==> config.mk <==
export PLATFORM = sky130hd
export DESIGN_NAME = ascon_perm_ctrl
export DESIGN_NICKNAME = d
export VERILOG_FILES = /design/src/rtl/ascon_perm_ctrl.sv
export SDC_FILE = /design/constraint.sdc
export NUM_CORES = 1
export LEC_CHECK = 0
export ABC_AREA = 1
export CAP_MARGIN = 30
export CORE_AREA = 5 5 42 44
export DETAILED_ROUTE_END_ITERATION = 6
export DIE_AREA = 0 0 47 49
export GPL_TIMING_DRIVEN = 0
export PLACE_DENSITY = 0.75
export SLEW_MARGIN = 20
export SYNTH_ARGS = -nofsm -noshare
export SYNTH_HDL_FRONTEND = slang
export SYNTH_SLANG_ARGS = --single-unit
==> constraint.sdc <==
create_clock -name clock_i -period 4.1 [get_ports clock_i]
set_clock_uncertainty 0.05 [all_clocks]
set_input_delay 0.82 -clock clock_i [delete_from_list [all_inputs] [get_ports clock_i]]
set_output_delay 0.82 -clock clock_i [all_outputs]
set_load 0.01 [all_outputs]
run_1/gates.png
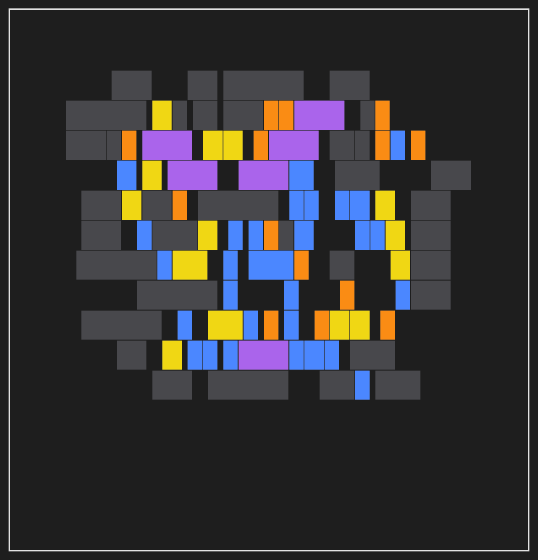
[blue] nand cells | cells: 29 | most used: nand2_1 | where: middle
[orange] inv cells | cells: 14 | most used: inv_1
[yellow] aoi and oai cells | cells: 14 | most used: a21oi_1
[purple] fa/ha/maj cells | cells: 6 | most used: ha_1 | where: top middle
Final Non-Filler Cells: 114
highest-count logic cell in the final layout: nand2_1
Comb area share: 50.35%

run_1/sizing.png
The bar under the picture is 10 um long.
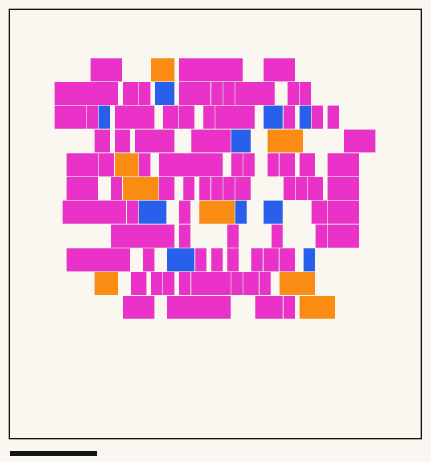
[orange] x3 and x4 | cells: 8 | share: 8.2%
[blue] x2 | cells: 10 | share: 10%
[magenta] x1 and smaller | cells: 80 | share: 82%
area delta synth->final: 29.89%
finished layout cell area: 723.2 um2
setup slack of the critical path after layout: 1323 ps
Non-CTS buffers: 12

run_1/ff_map.png
Other sequential cells in the stronger gray, the rest of the logic in the fainter gray.
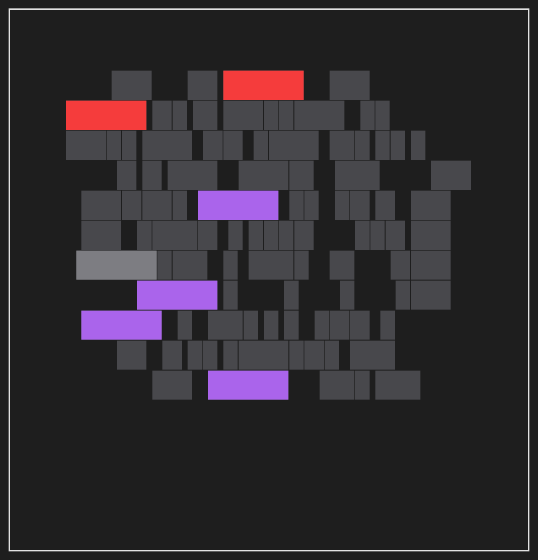
[red] `state_q` | placed flops: 2
[purple] `cnt_q` | placed flops: 4
power in sequential cells: 0.104 mW
final core utilization: 51.61%
sequential fraction of total cell area: 19.38%

run_1/clock_wires.png
The bar under the picture is 10 um long.
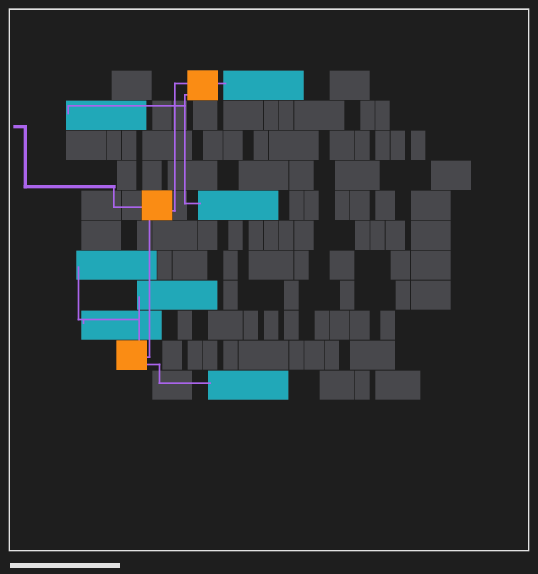
[orange] clock-net drivers | count: 3
[purple] clock wires | length: 99.1 um
[cyan] flip-flops | count: 7
routed clock nets: 4
Clk power: 0.0616 mW
proportion of power drawn by the clock network: 14.3%
latest clock arrival within the worst-skew pair: 250 ps

==> notes.md <==
yosys + openroad results -> width of the die=47 um, number of placed instances, taps included=110, startpoint class of the critical path=input port, sequential element share of the synthesized area=25.17%, first drt pass iteration count=4, leftover overflow at the end of global routing=0, number of nets in the synthesized netlist=93, number of inserted filler cells in the final layout=141, number of library cell types mapped by synthesis=16, initial standard-cell utilization of the core=39.73%, critical path's largest stage delay=540 ps, most numerous cell on the critical path=clkdlybuf4s50_1, maximum clock path buffer count=2, share of synthesized cell area in and-or and or-and compound cells=13.93%, most numerous cell in the Yosys netlist=nand2_1, count of antenna diodes in the layout=0, top cells by area in the synthesized netlist=dfxtp_1 (25%), nand2_1 (16%), ha_1 (13%), worst hold slack=433.4 ps, static leakage=0.3327 nW, area fraction in and, or, nand and nor cells after synthesis=36.40%, startpoint-to-endpoint class of the critical path=in2out, cell depth of the worst hold path=2, global-route wire length before repair=1987 um, Registers, synthesis=7, routed vias=541, area of the core region=1401 um2, buffers inserted during post-CTS setup optimization=0, endpoint kind of the worst setup timing path=output port, most frequent cells after synthesis=nand2_1 (23), a21oi_1 (10), inv_1 (10), reg-to-reg setup timing slack=2400 ps, sinks on the clock net=7, HPWL after DPL=911.8 um, Via density=4.746, outcome=completed, violation count after the first detailed-route iteration=11, Synth async-reset ratio=0%, global router's overall resource usage=11.79%, Top-Level Pins=13, cell breakdown of the critical path=clkdlybuf4s50_1 > nor2_1 > clkdlybuf4s50_1, largest net degree at the start of global routing=8, maximum fanout count along the critical path=2, max_slew headroom=81.45%, count of mapped cells out of synthesis=82, cts repair resizes=0, Tool Warnings=30, Final setup violation count=0, final cycle utilization of the critical path=67.74%, via count of the first global-routing pass=454, count of buffers inserted at the top-level ports=12, max FFs per register=4, final routed wirelength across all metal layers=1172 um, number of buffers added by the clock tree synthesis step=3, highest achievable clock rate=360.1 MHz, yosys stat cell total=82, proportion of netlist area held by the largest area contributor=25.17%, post-route ant nets=0, Core Rows=14, antenna violations before repair=0, final number of max-transition violations=0, synthesized chip area reported by yosys=556.8 um2, maximum VDD drop=0.3338 mV, average detailed-routed wire length per instance=10.28 um, TritonCTS clock tree=done, XOR/XNOR share of the synthesized area=1.573%, Max-cap violations=0, arrival time of the worst setup path=1910 ps, hold_buf cts=0, number of DRC violations after detailed routing=0, Req. time, crit path=3230 ps, last weighted congestion value of the routability-driven placer=0.7686, number of hold violations in the final report=0, largest family of logic cells by area=simple AND/OR/NAND/NOR gates, Nets=110, ratio of cells with drive above 1 in the final layout=18.37%, depth of the CTS H-tree=1, die extent in y=49 um, post-synthesis average cell area=6.790 um2, Reg clk slew, reported paths=50 ps, warnings from Yosys=0, RSZ-0062 raised after global routing=no, Design Power=0.4292 mW, Least-Margin Pin Slew=278.3 ps, cell type of the slowest stage on the worst timing path=clkdlybuf4s50_1, post-synthesis instance area=556.8 um2, top cell type by total area after synthesis=dfxtp_1, root buffer cell=clkbuf_4, most used flip-flop cell after synthesis=dfxtp_1, count of flip-flops with a built-in enable after synthesis=0, adder and majority gate portion of the synthesized area=13.48%, setup_tns=0 ps, worst reg2reg path depth=8, final critical delay including setup and external delays=2777 ps, total power density per cell area=593.4 nW/um2, Hold Path Class=reg2reg, overall die area=2303 um2, Multiplexer share=0%
==> run 1: worst max-delay path: cells and delay by family <==
family	cells	cell delay, ps
buf+inv	2	970
simple gates	1	110
==> run 1: area by class of cell <==
cell class | count | area [um2] | share of cell area (%)
flip-flops and latches | 7 | 140.1 | 19.38
clock buffers | 4 | 26.28 | 3.633
repair buffers | 12 | 120.1 | 16.61
well taps | 16 | 20.02 | 2.768
multi-input cells | 61 | 364.1 | 50.35
inverters | 14 | 52.55 | 7.266
==> run 1: cell families (layout without fill, tap and decap cells) <==
group | after synthesis | in the layout
DFF | 7 | 7
and+or+nand+nor | 40 | 40
AOI/OAI and AO/OA | 14 | 14
xor gates and xnor gates | 1 | 1
buffers and inverters | 14 | 30
adders and majority gates | 6 | 6
==> run 1: metrics by stage <==
stage          area (um2)  setup WS [ps]
5_1_grt             723.2           1235
2_1_floorplan       556.8           2206
4_1_cts             723.2           1319
6_report            723.2           1323
3_3_place_gp        696.9           1308
3_5_place_dp        696.9           1332
==> run 1: power by group <==
group          internal, mW  switching [mW]
sequential           0.0867          0.0174
combinational         0.112           0.151
clock                0.0371          0.0245
total                 0.236           0.193
==> run 1: cell usage in the layout (no fill, tap or decap) <==
cell type and instances:
nor2_2 2, nor2_1 4, inv_2 4, o21ai_1 2, clkbuf_4 3, a21oi_1 10
xor2_1 1, or2_2 1, nand3_1 4, dfxtp_1 7, nor2_4 4, clkdlybuf4s50_1 12
inv_1 10, clkbuf_1 1, nand2_1 23, nand2_2 1, ha_1 6, nand2_4 1
a21oi_2 2
==> run 1: layer usage <==
metal	vias up	part of all wire, %	track usage [%]
li1	291	-	-
met1	235	50	17.70
met2	13	44	14.71
met3	2	6.3	2.583
met4	0	0.43	6.912
met5	-	0	0
Power figures rest on the tool's default switching activity, not on a simulated workload.
